Figure 1. Power grid.
Pins as bars on the die edge. Tap cells in grey.
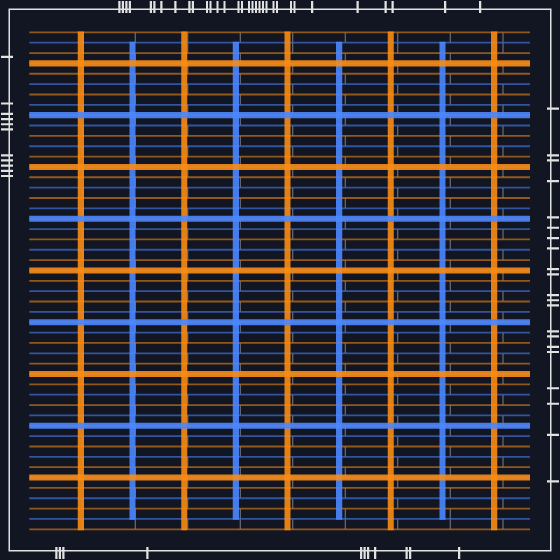
Figure 2. Clock distribution.
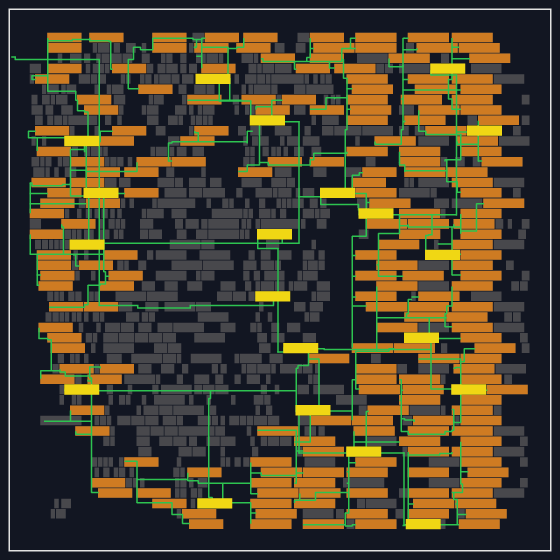
Figure 3. Signal wires on met2.
Bar = 50 um.
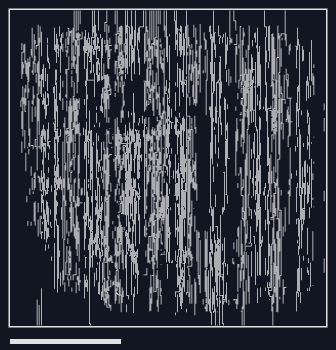
Figure 4. Cell classes on the final placement.
Bar = 50 um. Fill, decap, tap and diode cells in grey.
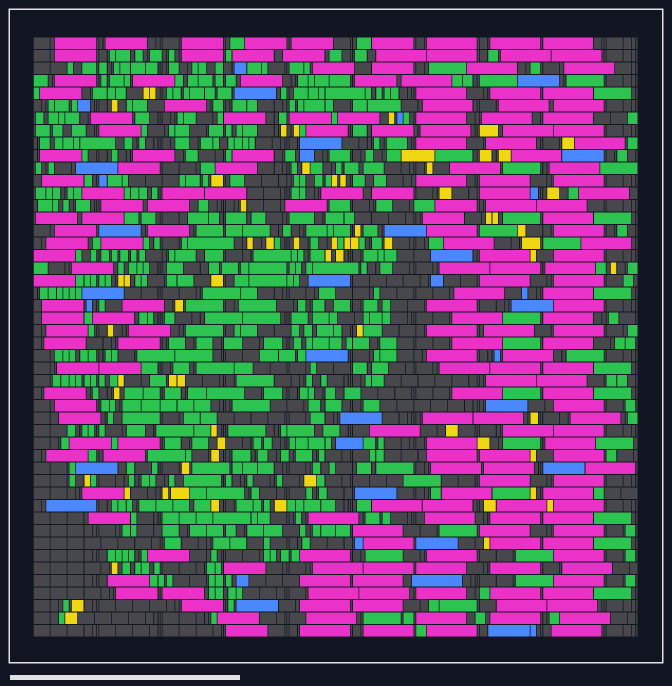
[config.mk]
export PLATFORM = sky130hd
export DESIGN_NAME = edge_pack_buffer_flat
export DESIGN_NICKNAME = d
export VERILOG_FILES = /design/src/rtl/edge_pack_buffer_if.sv /design/src/rtl/edge_pack_buffer.sv /design/src/flat_wrapper.sv
export SDC_FILE = /design/constraint.sdc
export NUM_CORES = 1
export LEC_CHECK = 0
export CORE_MARGIN = 5
export CORE_UTILIZATION = 60
export DETAILED_ROUTE_END_ITERATION = 12
export DONT_BUFFER_PORTS = 1
export GPL_TIMING_DRIVEN = 0
export PLACE_DENSITY = 0.76
export RECOVER_POWER = 50
export SLEW_MARGIN = 20
export SYNTH_ARGS = -nofsm -noshare
export SYNTH_HDL_FRONTEND = slang
export SYNTH_SLANG_ARGS = --single-unit
[constraint.sdc]
create_clock -name clk -period 6.5 [get_ports clk]
set_input_delay 0.975 -clock clk [delete_from_list [all_inputs] [get_ports clk]]
set_output_delay 0.975 -clock clk [all_outputs]
set_load 0.05 [all_outputs]
[src/rtl/edge_pack_buffer_if.sv]
// Pixel-in / packed-word-out bus of edge_pack_buffer.
// Carries ovf_count only when OUTBUF_OVF_COUNT_EN is defined.
interface edge_pack_buffer_if #(
    parameter int PIX_W  = 1,
    parameter int WORD_W = 32,
    parameter int ADDR_W = 32
);
    logic [PIX_W-1:0]  edge_pixel;
    logic              out_en;
    logic              img_done;
    logic              write_out_enable;
    logic              in_ready;
    logic [WORD_W-1:0] out_pixel;
    logic [ADDR_W-1:0] write_addr;
    logic              out_empty;
    logic              out_full;
    logic              overflow;
    logic              done;
`ifdef OUTBUF_OVF_COUNT_EN
    logic [15:0]       ovf_count;
`endif

    modport master (
        output edge_pixel, out_en, img_done, write_out_enable,
        input  in_ready, out_pixel, write_addr, out_empty, out_full, overflow, done
`ifdef OUTBUF_OVF_COUNT_EN
        , input ovf_count
`endif
    );

    modport slave (
        input  edge_pixel, out_en, img_done, write_out_enable,
        output in_ready, out_pixel, write_addr, out_empty, out_full, overflow, done
`ifdef OUTBUF_OVF_COUNT_EN
        , output ovf_count
`endif
    );
endinterface

[src/rtl/edge_pack_buffer.sv]
// Packs PIX_W-bit edge results into WORD_W-bit words, queues them in a show-ahead FIFO with
// auto-incrementing write address; flushes partial words at end of image. Option: OUTBUF_OVF_COUNT_EN.
module edge_pack_buffer #(
    parameter int                WORD_W     = 32,
    parameter int                PIX_W      = 1,
    parameter int                FIFO_DEPTH = 4,
    parameter int                ADDR_W     = 32,
    parameter int                ADDR_STEP  = 4,
    parameter logic [ADDR_W-1:0] BASE_ADDR  = '0
) (
    input  logic               clk,
    input  logic               n_rst,
    edge_pack_buffer_if.slave  bus
);
    localparam int PPW   = WORD_W / PIX_W;
    localparam int CNT_W = (PPW > 1) ? $clog2(PPW) : 1;
    localparam int PTR_W = (FIFO_DEPTH > 1) ? $clog2(FIFO_DEPTH) : 1;

    typedef enum logic [1:0] {ST_RUN, ST_FLUSH, ST_DONE} state_e;

    state_e              state_q, state_d;
    logic [WORD_W-1:0]   pack_q, pack_d;
    logic [CNT_W-1:0]    pix_cnt_q, pix_cnt_d;
    logic [PTR_W-1:0]    rd_ptr_q, rd_ptr_d, wr_ptr_q, wr_ptr_d;
    logic [PTR_W:0]      count_q, count_d;
    logic [ADDR_W-1:0]   write_addr_q, write_addr_d;
    logic                overflow_q, overflow_d;
    logic [WORD_W-1:0]   mem_q [FIFO_DEPTH];

    logic                empty, full, pop, push, word_last, in_ready, accept, drop;
    logic [WORD_W-1:0]   shifted, push_word;

    assign empty     = (count_q == '0);
    assign full      = (count_q == (PTR_W+1)'(FIFO_DEPTH));
    assign pop       = bus.write_out_enable && !empty;
    assign word_last = (pix_cnt_q == CNT_W'(PPW - 1));
    // A pop this cycle frees the slot the completing pixel needs, so it may still be accepted.
    assign in_ready  = (state_q == ST_RUN) && !(full && word_last && !pop);
    assign accept    = bus.out_en && in_ready;
    assign drop      = bus.out_en && !in_ready;
    assign shifted   = (pack_q << PIX_W) | WORD_W'(bus.edge_pixel);

    // NOTE: every variable written here gets a default first, so no latch can be inferred.
    always_comb begin
        state_d      = state_q;
        pack_d       = pack_q;
        pix_cnt_d    = pix_cnt_q;
        push         = 1'b0;
        push_word    = shifted;
        write_addr_d = write_addr_q;
        overflow_d   = drop;

        if (accept) begin
            if (word_last) begin
                push      = 1'b1;
                pack_d    = '0;
                pix_cnt_d = '0;
            end else begin
                pack_d    = shifted;
                pix_cnt_d = pix_cnt_q + CNT_W'(1);
            end
        end

        case (state_q)
            ST_RUN: begin
                if (bus.img_done) state_d = ST_FLUSH;
            end
            ST_FLUSH: begin
                if (pix_cnt_q != '0) begin
                    // Left-align the partial word; the vacated LSBs fill with zeros.
                    if (!full || pop) begin
                        push      = 1'b1;
                        push_word = pack_q << (PIX_W * (PPW - int'(pix_cnt_q)));
                        pack_d    = '0;
                        pix_cnt_d = '0;
                    end
                end else if (empty) begin
                    state_d = ST_DONE;
                end
            end
            ST_DONE: state_d = ST_RUN;
            default: state_d = ST_RUN;
        endcase

        if (pop) write_addr_d = write_addr_q + ADDR_W'(ADDR_STEP);
        if (state_q == ST_DONE) write_addr_d = BASE_ADDR;

        wr_ptr_d = wr_ptr_q + PTR_W'(push);
        rd_ptr_d = rd_ptr_q + PTR_W'(pop);
        count_d  = count_q + (PTR_W+1)'(push) - (PTR_W+1)'(pop);
    end

    // NOTE: state registers use non-blocking assignments only, so every flop samples pre-edge values.
    always_ff @(posedge clk or negedge n_rst) begin
        if (!n_rst) begin
            state_q      <= ST_RUN;
            pack_q       <= '0;
            pix_cnt_q    <= '0;
            rd_ptr_q     <= '0;
            wr_ptr_q     <= '0;
            count_q      <= '0;
            write_addr_q <= BASE_ADDR;
            overflow_q   <= 1'b0;
        end else begin
            state_q      <= state_d;
            pack_q       <= pack_d;
            pix_cnt_q    <= pix_cnt_d;
            rd_ptr_q     <= rd_ptr_d;
            wr_ptr_q     <= wr_ptr_d;
            count_q      <= count_d;
            write_addr_q <= write_addr_d;
            overflow_q   <= overflow_d;
        end
    end

    // NOTE: FIFO storage is not reset; the head is masked to zero while the FIFO is empty.
    always_ff @(posedge clk) begin
        if (push) mem_q[wr_ptr_q] <= push_word;
    end

`ifdef OUTBUF_OVF_COUNT_EN
    logic [15:0] ovf_count_q, ovf_count_d;

    always_comb begin
        ovf_count_d = ovf_count_q;
        if (state_q == ST_DONE) ovf_count_d = '0;
        else if (drop && ovf_count_q != 16'hFFFF) ovf_count_d = ovf_count_q + 16'd1;
    end

    always_ff @(posedge clk or negedge n_rst) begin
        if (!n_rst) ovf_count_q <= '0;
        else        ovf_count_q <= ovf_count_d;
    end

    assign bus.ovf_count = ovf_count_q;
`endif

    assign bus.in_ready   = in_ready;
    assign bus.out_pixel  = empty ? '0 : mem_q[rd_ptr_q];
    assign bus.write_addr = write_addr_q;
    assign bus.out_empty  = empty;
    assign bus.out_full   = full;
    assign bus.overflow   = overflow_q;
    assign bus.done       = (state_q == ST_DONE);
endmodule

[src/flat_wrapper.sv]
// flat-port wrapper written by rule: the top's interface ports become plain ports
module edge_pack_buffer_flat 
#(
    parameter int                WORD_W     = 32,
    parameter int                PIX_W      = 1,
    parameter int                FIFO_DEPTH = 4,
    parameter int                ADDR_W     = 32,
    parameter int                ADDR_STEP  = 4,
    parameter logic [ADDR_W-1:0] BASE_ADDR  = '0
)
  (clk, n_rst, bus_edge_pixel, bus_out_en, bus_img_done, bus_write_out_enable, bus_in_ready, bus_out_pixel, bus_write_addr, bus_out_empty, bus_out_full, bus_overflow, bus_done);
  edge_pack_buffer_if #(.PIX_W(PIX_W), .WORD_W(WORD_W), .ADDR_W(ADDR_W)) bus_i ();
  input  logic clk;
  input  logic n_rst;
  input wire logic [$bits(bus_i.edge_pixel)-1:0] bus_edge_pixel;
  input wire logic [$bits(bus_i.out_en)-1:0] bus_out_en;
  input wire logic [$bits(bus_i.img_done)-1:0] bus_img_done;
  input wire logic [$bits(bus_i.write_out_enable)-1:0] bus_write_out_enable;
  output wire logic [$bits(bus_i.in_ready)-1:0] bus_in_ready;
  output wire logic [$bits(bus_i.out_pixel)-1:0] bus_out_pixel;
  output wire logic [$bits(bus_i.write_addr)-1:0] bus_write_addr;
  output wire logic [$bits(bus_i.out_empty)-1:0] bus_out_empty;
  output wire logic [$bits(bus_i.out_full)-1:0] bus_out_full;
  output wire logic [$bits(bus_i.overflow)-1:0] bus_overflow;
  output wire logic [$bits(bus_i.done)-1:0] bus_done;
  assign bus_i.edge_pixel = bus_edge_pixel;
  assign bus_i.out_en = bus_out_en;
  assign bus_i.img_done = bus_img_done;
  assign bus_i.write_out_enable = bus_write_out_enable;
  assign bus_in_ready = bus_i.in_ready;
  assign bus_out_pixel = bus_i.out_pixel;
  assign bus_write_addr = bus_i.write_addr;
  assign bus_out_empty = bus_i.out_empty;
  assign bus_out_full = bus_i.out_full;
  assign bus_overflow = bus_i.overflow;
  assign bus_done = bus_i.done;
  edge_pack_buffer #(.WORD_W(WORD_W), .PIX_W(PIX_W), .FIFO_DEPTH(FIFO_DEPTH), .ADDR_W(ADDR_W), .ADDR_STEP(ADDR_STEP), .BASE_ADDR(BASE_ADDR)) u_core (.clk(clk), .n_rst(n_rst), .bus(bus_i));
endmodule
==> qor.csv <==
stage,metric,value,unit
status,status,"complete, but fails checks",
status,failing checks,"capacitance limit, slew limit",
floorplan,Tap Cells,225,
routing,Via density,6.37,
routing,WL met2,12400,um
final_layout,fraction of layout instances using a drive strength above 1,17.4,%
power_and_ir_drop,comb pwr,2.31,mW
routing,Routed met3 length,1660,um
yosys,xor and xnor fraction of the mapped netlist area,3.51,%
yosys,Syn Std Cell Area,0.0104,mm^2
power_and_ir_drop,Top pwr grp,combinational cells,
setup_path,Startpoint Class,flop,
power_and_ir_drop,clk pwr,1.13,mW
clock_network,H-Tree Depth,1,
global_route,met2 global-route usage,41.5,%
setup_path,CP peak stage delay,0.60,ns
clock_network,hold_buf cts,0,
setup_path,worst r2r src,u_core.pix_cnt_q[0],
setup_path,Crit path max-delay family,buffers and inverters,
floorplan,std cell rows,48,
final_layout,final instance area,0.0114,mm^2
power_and_ir_drop,clock power share,21.4,%
setup_path,Critical Path RT,6.69,ns
global_route,first-pass GRT wire length,39600,um
yosys,mux share of post-synthesis cell area,17.4,%
setup_path,crit path to,u_core.mem_q[2][12],
floorplan,die y size,142,um
yosys,Post-synth ARST share,37.6,%
setup_path,CP max-delay cell,clkbuf_1,
routing,highest metal used,met4,
floorplan,core area,0.0172,mm^2
routing,total iterations of the first detailed-routing run,5,
flow_run,Log Warnings,27,
clock_network,CTS resizes,0,
power_and_ir_drop,Overall Power,5.29,mW
routing,Residual DRC,0,
final_layout,Logic cell area,0.00433,mm^2
final_layout,Flop area,0.00577,mm^2
clock_network,cts bufs inserted,20,
timing,Max Slew Vio Count,7,
power_and_ir_drop,power in sequential cells,1.86,mW
flow_run,max cap viols,3,
global_route,GRT busiest layer,met2,
place,dpl hpwl,18200,um
power_and_ir_drop,Comb power frac,43.5,%
timing,final hold slack,0.179,ns
yosys,aoi share,7.51,%
setup_path,r2r setup slk,1.51,ns
global_route,initial antenna violation count,0,
global_route,GRT Overall Usage,25.2,%
floorplan,total I/O pin count,75,
power_and_ir_drop,Seq pwr share,35.1,%
setup_path,R2R depth,13,
timing,RSZ-0062 raised after global routing,false,
yosys,cell with the most instances after synthesis,edfxtp_1,
final_layout,bufs w/o clock,67,
hold_path,Hold WC Path Type,in -> async,
timing,Final setup viols,0,
timing,worst slew pin tran,1.64,ns
final_layout,Top Layout Cells,"edfxtp_1, nand2_1, dfrtp_1",
final_layout,fraction of area in multi-input gates,37.8,%
clock_network,Setup Buffers After CTS,0,
routing,DRT met1 WL,10300,um
global_route,met1 Use GR,35.5,%
yosys,Mapped Cells,796,
final_layout,Final non-clock buffer share,3.15,%
final_layout,most frequent logic cell in the layout,edfxtp_1,
setup_path,Crit path depth,13,
power_and_ir_drop,Sw Ratio,43.7,%
yosys,most used flip-flop cell,edfxtp_1,
floorplan,Init Core Util,60.7,%
final_layout,#MultiIn Comb,525,
clock_network,clk_lat worst skew,0.50,ns
place,placed insts,1036,
yosys,"FA/HA/MAJ Cells, Area Fraction",1.27,%
floorplan,die area,0.0201,mm^2
yosys,Yosys Warn Count,0,
clock_network,TritonCTS Sinks,205,
final_layout,clk_buf instances,23,
clock_network,CTS tree,yes,
final_layout,filler cell count,1270,
place,gpl congestion,0.960,
setup_path,Critical Path AT,5.18,ns
routing,initial DRC count,610,
yosys,Cell area leaders,"edfxtp_1, dfrtp_1, mux4_2",
yosys,Unique masters post-synth,66,
final_layout,fin cells,1072,
yosys,top post-synthesis cells by count,"edfxtp_1, nand2_1, dfrtp_1",
timing,Slew headroom,-12.3,%
final_layout,"Core Util, Final",66.6,%
final_layout,Largest Register,u_core.mem_q,
final_layout,Flop Count,205,
yosys,Post-synth seq share,55.3,%
setup_path,Crit Path Max Fanout,10,
clock_network,Clock transition at path regs,0.06,ns
final_layout,nets,849,
global_route,largest net degree at the start of global routing,78,
place,pre-CTS setup slack,2.00,ns
yosys,Post-Syn Area per Cell,13.1,um^2
clock_network,Max Root-Sink Buffers,3,
setup_path,Worst setup EP type,flop,
yosys,"EDFF count, synth",128,
yosys,Dominant combinational family,multiplexers,
timing,total negative slack,0,ns
power_and_ir_drop,Peak VDD IR,0.000360,V
routing,post-route ant nets,0,
power_and_ir_drop,pwr dens,463,mW/mm^2
yosys,Yosys Instances,796,
global_route,met3 global-route usage,4.38,%
timing,Final Cycle Share,76.8,%
place,dpl cell area,0.0109,mm^2
setup_path,crit-path cells,clkbuf_1 > buf_4 > clkinv_1 > ha_1 > nor3b_1 > ha_1 > or3b_1 > nor2_1 > a21oi_1 > nor3b_1 > clkbuf_1 > buf_4 > buf_4,
timing,Fin. Hold Viols,0,
power_and_ir_drop,P_sw,2.31,mW
yosys,Top-area cell share,36.8,%
routing,via count,6828,
timing,Worst Clk Skew,0.0170,ns
final_layout,Clock buf/inv share,5.68,%
setup_path,most frequent CP cell,buf_4,
final_layout,sequential cell area share,50.4,%
global_route,total gr overflow,0,
setup_path,WP buf/inv,6,
timing,worst setup margin,1.51,ns
timing,fin crit period,4.99,ns
yosys,register bit total from synthesis,205,
About Figure 1:
[orange] VSS
[blue] VDD
met1 rails: 49
tap cells: 225

About Figure 2:
[green] clock wires | length: 2200 um
[orange] flip-flops | count: 205
[yellow] cells driving clock nets | count: 20
flops lie: widely spread

About Figure 3:
main direction: vertical
longest straight run: 53.5 um
wire length on this layer: 12400 um
share of all routed wire: 50%

About Figure 4:
[magenta] flip-flops | cells: 205 | share of their area: 52%
[green] all other logic | cells: 539 | share of their area: 39%
[blue] clock drivers and dummy loads | cells: 36 | share of their area: 5.8%
[yellow] other buffers and delay cells | cells: 67 | share of their area: 3.2%

Power is estimated from default activity; no workload was simulated.
